==> src/rtl/uart_tx_pkg.sv <==
// Constants and types shared by the UART transmit and receive paths.
// The default baud constant sits here so the receiver runs at the same bit rate.
package uart_tx_pkg;

  localparam int UART_BPS_CNT = 868;  // 100 MHz / 115200

  typedef enum logic [1:0] {
    IDLE,
    START,
    DATA,
    STOP
  } uart_tx_state_t;

  // Byte idx of a word, where byte 0 is bits [7:0].
  function automatic logic [7:0] sel_byte(input logic [31:0] word, input logic [1:0] idx);
    logic [31:0] sh;
    sh = word >> (8 * idx);
    return sh[7:0];
  endfunction

endpackage

==> src/rtl/uart_baud_tick.sv <==
// Baud counter: counts 0..BPS_CNT-1 and pulses tick on the terminal count.
// The clr input holds the counter at 0.
module uart_baud_tick #(
  parameter int BPS_CNT = 868
) (
  input  logic clk,
  input  logic rst,
  input  logic clr,
  output logic tick
);

  localparam int W = $clog2(BPS_CNT);
  localparam logic [W-1:0] TERM = W'(BPS_CNT - 1);

  logic [W-1:0] cnt_q, cnt_d;

  assign tick = (cnt_q == TERM);

  always_comb begin
    cnt_d = cnt_q + 1'b1;
    if (clr || tick) cnt_d = '0;
  end

  always_ff @(posedge clk) begin
    if (rst) cnt_q <= '0;
    else     cnt_q <= cnt_d;
  end

endmodule

==> src/rtl/uart_tx.sv <==
// UART transmitter: sends 1-4 bytes of a captured 32-bit word as 8N1 frames.
// Bytes go out least-significant first, and frames for the same word are sent back-to-back.
module uart_tx
  import uart_tx_pkg::*;
#(
  parameter int BPS_CNT = UART_BPS_CNT
) (
  input  logic        clk,
  input  logic        rst,
  input  logic [31:0] data_in,
  input  logic [1:0]  byte_cnt,
  input  logic        valid_in,
  output logic        ready,
  output logic        busy,
  output logic        done,
  output logic        tx
);

  uart_tx_state_t state_q, state_d;
  logic [31:0]    word_q, word_d;
  logic [1:0]     nbytes_q, nbytes_d;
  logic [1:0]     byte_idx_q, byte_idx_d;
  logic [2:0]     bit_idx_q, bit_idx_d;
  logic           tx_q, tx_d;
  logic           done_q, done_d;
  logic [7:0]     cur_byte;
  logic           tick;

  // The counter is held at 0 while idle, so each word starts on a fresh bit period.
  uart_baud_tick #(.BPS_CNT(BPS_CNT)) u_baud (
    .clk  (clk),
    .rst  (rst),
    .clr  (state_q == IDLE),
    .tick (tick)
  );

  assign ready = (state_q == IDLE);
  assign busy  = !ready;
  assign done  = done_q;
  assign tx    = tx_q;

  always_comb begin
    state_d    = state_q;
    word_d     = word_q;
    nbytes_d   = nbytes_q;
    byte_idx_d = byte_idx_q;
    bit_idx_d  = bit_idx_q;
    done_d     = 1'b0;

    unique case (state_q)
      IDLE: if (valid_in) begin
        word_d     = data_in;
        nbytes_d   = byte_cnt;
        byte_idx_d = '0;
        bit_idx_d  = '0;
        state_d    = START;
      end
      START: if (tick) begin
        bit_idx_d = '0;
        state_d   = DATA;
      end
      DATA: if (tick) begin
        if (bit_idx_q == 3'd7) state_d = STOP;
        else                   bit_idx_d = bit_idx_q + 3'd1;
      end
      STOP: if (tick) begin
        if (byte_idx_q < nbytes_q) begin
          byte_idx_d = byte_idx_q + 2'd1;
          state_d    = START;
        end else begin
          state_d = IDLE;
          done_d  = 1'b1;
        end
      end
      default: state_d = IDLE;
    endcase

    // tx is registered, so it is driven from the level of the state being entered.
    cur_byte = sel_byte(word_d, byte_idx_d);
    unique case (state_d)
      START:   tx_d = 1'b0;
      DATA:    tx_d = cur_byte[bit_idx_d];
      default: tx_d = 1'b1;
    endcase
  end

  always_ff @(posedge clk) begin
    if (rst) begin
      state_q    <= IDLE;
      word_q     <= '0;
      nbytes_q   <= '0;
      byte_idx_q <= '0;
      bit_idx_q  <= '0;
      tx_q       <= 1'b1;
      done_q     <= 1'b0;
    end else begin
      state_q    <= state_d;
      word_q     <= word_d;
      nbytes_q   <= nbytes_d;
      byte_idx_q <= byte_idx_d;
      bit_idx_q  <= bit_idx_d;
      tx_q       <= tx_d;
      done_q     <= done_d;
    end
  end

endmodule
==> config.mk <==
export PLATFORM = sky130hd
export DESIGN_NAME = uart_tx
export DESIGN_NICKNAME = d
export VERILOG_FILES = /design/src/rtl/uart_tx_pkg.sv /design/src/rtl/uart_baud_tick.sv /design/src/rtl/uart_tx.sv
export SDC_FILE = /design/constraint.sdc
export NUM_CORES = 1
export LEC_CHECK = 0
export CORE_ASPECT_RATIO = 1.4
export CORE_MARGIN = 3
export CORE_UTILIZATION = 35
export CTS_BUF_LIST = sky130_fd_sc_hd__clkbuf_16
export DETAILED_ROUTE_END_ITERATION = 6
export PLACE_DENSITY = 0.67
export SYNTH_ARGS = -nofsm -noshare
export SYNTH_HDL_FRONTEND = slang
export SYNTH_SLANG_ARGS = --single-unit
==> constraint.sdc <==
create_clock -name clk -period 3.4 [get_ports clk]
set_clock_uncertainty 0.1 [all_clocks]
set_input_delay 0.34 -clock clk [delete_from_list [all_inputs] [get_ports clk]]
set_output_delay 0.34 -clock clk [all_outputs]
set_load 0.01 [all_outputs]
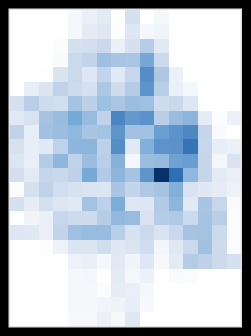
Figure 1: run 1, signal metal coverage by tile.
16 x 22 tiles, from white (low) to dark blue (high), scaled to the fullest tile. Values are wire area over tile area, all layers added.
mean over tiles: 0.11
fullest tile: 0.62
densest ninth of the die: middle
tiles over half the peak: 6.0%

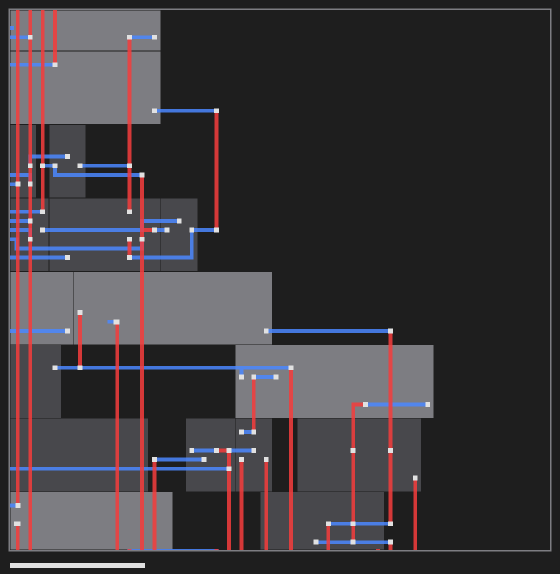
Figure 2: run 1, layout detail.
The bar under the picture is 5 um long. Window x 51 to 71, y 74 to 94 um. Cells in grey, sequential cells in the stronger grey; small squares are vias.
legend:
  metal 1:
    colour: blue
  metal 2:
    colour: red
sequential cells in the window: 5
netlist names of flops here include: state_q (2), word_q (2)
cells with their middle in the window: 14
most frequent: dfxtp_1 (5)

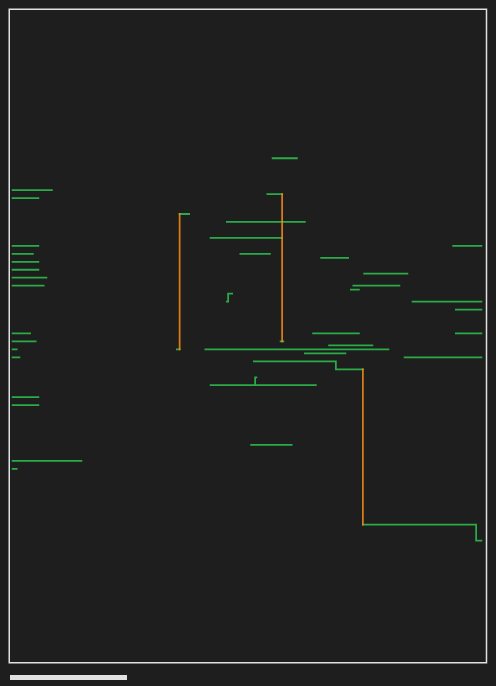
Figure 3: run 1, metal layers overlaid.
The bar under the picture is 20 um long. Two of the layers only.
legend:
  metal 3:
    colour: green
    wire_length: 293 um
  metal 4:
    colour: orange
    wire_length: 74.8 um

==> summary.txt, run 1 <==
Main metrics from the flow reports.

The endpoint with the worst hold slack is word_q[27]$_SDFF_PP0_. Sequential cells were found to cover 38.25% of the synthesized design area. The critical path's slowest stage uses the library cell o21ai_0.

Detailed routing placed a total of approximately 3.2 mm of wire on met2. The Yosys chip area is about 2800 um^2. The starting density of the core came out at 36.76%. The compound-gate portion of the synthesized area is 16.33%. In this run the most used layer during global routing was met2. For the final routed database, the setup TNS stands at 0 ns.

The number of cells in the yosys synthesis report came out at about 330. The routed wire length on met3 came out at 292 um. Non-clock inverters in the final layout number 6.

The classification of the worst-slack hold path is register to register. The share of the clock period used by the worst path came out at 90.71%. The clock-pin slew of the registers on the worst-case setup and hold paths is roughly 0.070 ns. Once detail routing completed, the nets flagged for antenna violations numbered 0. The number of standard-cell rows in the floorplan came out at 37.

The flow ran to the end, and the final reports show no timing, DRC or antenna violations. The timing report gives the biggest stage delay along the critical path as 0.44 ns. The cell resize tally after clock tree synthesis came out at 0. Cells fill roughly 46% of the core in the end.

The design has about 53 sequential cells. 41 I/O pins were placed. The combined global-route utilization of all metal layers came out at 14.61%. The measured slew at the worst slew-check pin came out at around 0.66 ns. The slack of the worst reg-to-reg path came out at roughly 0.32 ns. The met1 track demand over resource came out at between 10% and 20%. The sum of overflow across all layers after global routing is 0. The placeable core region is 7546 um^2. The hold slack is 0.3501 ns. The total number of vias came out at 2369.

The category of the critical setup timing path is register to register. The simple logic cell fraction of the synthesized area is 21.43%. Summing internal, switching and leakage power gives ~2.1 mW. The combinational gate area came out at 1624 um^2. The combinational fraction of the cell area is a little under half. Among the non-sequential cells, simple AND/OR/NAND/NOR gates take the most area. The worst-case max-slew headroom was logged as 56.14%. The origin of the worst setup path is state_q[0]$_SDFF_PP0_.

The number of instances in the synthesized netlist is 325. According to the timing report, the arrival time at the worst endpoint equals ~3.1 ns. OpenSTA, run right after detailed placement, puts the worst setup slack at 0.1325 ns. The total internal power came out at ~1.4 mW. In this run the clock root is driven by a clkbuf_16.

The sort of element at the end of the critical path is a register. The final critical delay including setup and external delays came out at around 3 ns. Among cell families on the critical path, the largest total delay comes from AND-OR/OR-AND gates. The main flop type is dfxtp_1. The registers reported with the highest flop counts are word_q (32), u_baud.cnt_q (10), bit_idx_q (3).
## Run 2: what changed since run 1
- GPL_TIMING_DRIVEN: not set -> 1
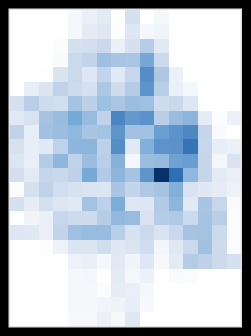
Figure 4: run 2, signal metal coverage by tile.
16 x 22 tiles, from white (low) to dark blue (high), scaled to the fullest tile. Values are wire area over tile area, all layers added.
fullest tile: 0.62
nearly empty tiles: 29%
tiles over half the peak: 6.0%
emptiest ninth of the die: top right

==> run 2 against run 1 <==
Net effect:
- sequential share of layout area unchanged
- wire length is the same
- combinational power about the same
- maximum frequency did not move
- register-to-register slack about the same
- via count did not move
- critical endpoint unchanged
==> summary.txt, run 2 <==
Main metrics from the flow reports.

The hold slack came to 0.3501 ns (unchanged). The clock tree root driver cell is clkbuf_16 (unchanged). The count of inverters other than clock inverters in the layout came out at 6 (unchanged). The register share after synthesis is 38.25% (unchanged). The number of cells in the yosys synthesis report is 325 (unchanged). The met1 track demand over resource came out at 18.32% (unchanged). The compound-gate portion of the synthesized area is 16.33% (unchanged). The final critical delay including setup and external delays came out at 3.084 ns (unchanged). The remaining antenna violation count is 0 (unchanged). The measured slew at the worst slew-check pin came to 0.6563 ns (unchanged).

The Yosys chip area came out at 2774 um^2 (unchanged). The sum of overflow across all layers after global routing came out at 0 (unchanged). The worst slew margin relative to its limit is 56.14% (unchanged).

The origin of the worst setup path is state_q[0]$_SDFF_PP0_ (unchanged). The sum of negative setup slack came out at 0 ns (unchanged). The sort of element at the end of the critical path is a register (unchanged). The critical-path cell with the highest stage delay is o21ai_0 (unchanged). The cell resize tally after clock tree synthesis is 0 (unchanged). The worst setup slack before clock tree synthesis came to 0.1325 ns (unchanged).

Run status: finished, final reports clean (unchanged). The largest stage delay on the critical path is 0.44 ns (about the same). The main flop type is dfxtp_1 (unchanged).
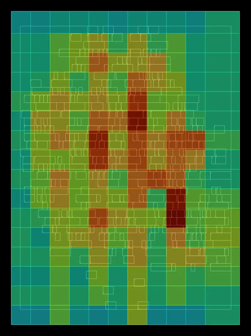
Figure 5: run 2, track usage over the die.
share of the core filled with cells: 46.48%
Global Route met2 Usage: 25.18%
global-route met3 utilization: 2.589%

## Run 3: what changed since run 2
- CORE_UTILIZATION: 35 -> 49
- PLACE_DENSITY: 0.67 -> 0.85
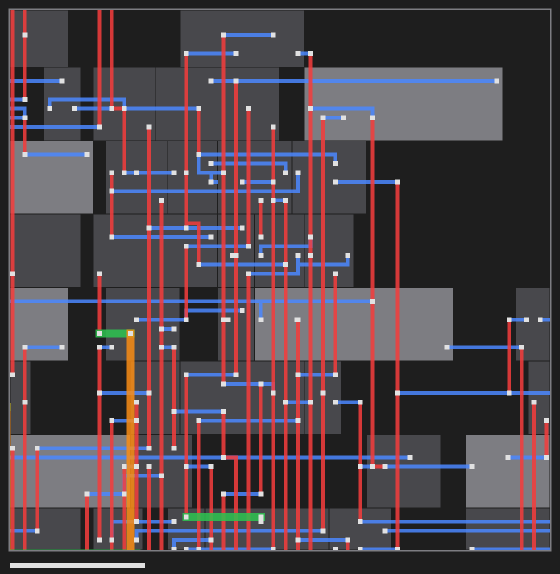
Figure 6: run 3, layout detail.
The bar under the picture is 5 um long. Window x 42 to 62, y 61 to 81 um. Cells in grey, sequential cells in the stronger grey; small squares are vias.
legend:
  metal 2:
    colour: red
  metal 3:
    colour: green
  metal 4:
    colour: orange
  metal 1:
    colour: blue
cells with their middle in the window: 31
sequential cells in the window: 3
most frequent: ha_1 (5)

==> run 3 against run 2 <==
Net effect:
- clock power is 15% lower
- critical path type unchanged
- synthesized area stayed put
- sequential cell count stayed put
==> summary.txt, run 3 <==
Main metrics from the flow reports.

Run status: finished, final reports clean (unchanged). The wire length on met2 came to 3.681 mm (was 3.195 mm). The count of inverters other than clock inverters in the layout came out at 6 (unchanged). The category of the critical setup timing path is register to register (unchanged). The hold slack came out at 0.3530 ns (was 0.3501 ns). The share of the clock period used by the worst path came out at 95.08% (was 90.71%).

The sum of net half-perimeters after detailed placement came out at 4.856 mm (was 4.582 mm). The clock-pin slew of the registers on the worst-case setup and hold paths came out at 0.07 ns (about the same). The total chip power is 2.028 mW (was 2.091 mW). The most heavily used metal layer in global routing is met2 (unchanged). The data arrival at the endpoint of the critical path came to 3.28 ns (was 3.14 ns). The worst setup slack before clock tree synthesis came out at 0.2251 ns (was 0.1325 ns). The main flop type is dfxtp_1 (unchanged). Largest regs: word_q (32), u_baud.cnt_q (10), bit_idx_q (3) (unchanged). The required arrival time at the worst endpoint is 3.45 ns (was 3.46 ns). The register share after synthesis was 38.25% (unchanged). The endpoint with the worst hold slack was word_q[27]$_SDFF_PP0_ (unchanged). The Yosys chip area came out at 2774 um^2 (unchanged). The post-route met1 wirelength is 2.425 mm (was 2.632 mm). The combinational gate area is 1617 um^2 (was 1624 um^2).

The utilization after layout came to 64.56% (was 46.48%). The simple logic cell fraction of the synthesized area came out at 21.43% (unchanged). The final max-slew violation count came out at 0 (unchanged). The starting density of the core came to 52.20% (was 36.76%). The number of flip-flops and latches is 53 (unchanged). The combinational family with the most area after synthesis is simple AND/OR/NAND/NOR gates (unchanged).

The kind of cell adding the most delay to the critical path is AND-OR/OR-AND gates (unchanged). The classification of the worst-slack hold path is register to register (unchanged). The combined global-route utilization of all metal layers came out at 20.41% (was 14.61%).

The largest stage delay on the critical path came out at 0.45 ns (was 0.44 ns). The sort of element at the end of the critical path is a register (unchanged). The number of standard-cell rows in the floorplan came out at 31 (was 37).

The cell resize tally after clock tree synthesis came out at 0 (unchanged). The clock tree root driver cell is clkbuf_16 (unchanged). The slack of the worst reg-to-reg path came out at 0.17 ns (was 0.32 ns). The global-route track usage on met2 came out at 39.65% (was 25.18%). The routed wire length on met3 is 270 um (was 292 um). The met1 track demand over resource is 21.28% (was 18.32%). The origin of the worst setup path is state_q[0]$_SDFF_PP0_ (unchanged).

The sum of overflow across all layers after global routing came out at 0 (unchanged). The sum of negative setup slack came out at 0 ns (unchanged). The final critical delay including setup and external delays is 3.233 ns (was 3.084 ns). The worst slew margin relative to its limit is 64.70% (was 56.14%). The count of boundary I/O pins is 41 (unchanged). The total internal power is 1.334 mW (was 1.409 mW). The total number of vias came out at 2502 (was 2369).

The critical-path cell with the highest stage delay is dfxtp_1 (was o21ai_0). The combinational fraction of the cell area is 47.12% (was 46.31%).
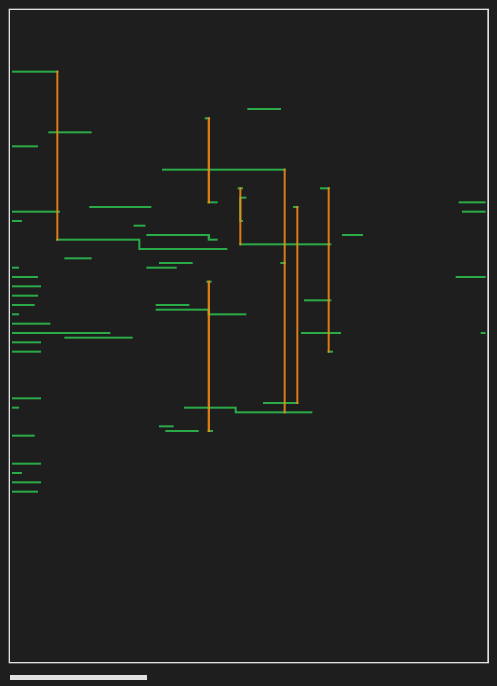
Figure 7: run 3, metal layers overlaid.
The bar under the picture is 20 um long. Two of the layers only.
legend:
  metal 4:
    colour: orange
    wire_length: 154 um
  metal 3:
    colour: green
    wire_length: 270 um

Power figures rest on the tool's default switching activity, not on a simulated workload.
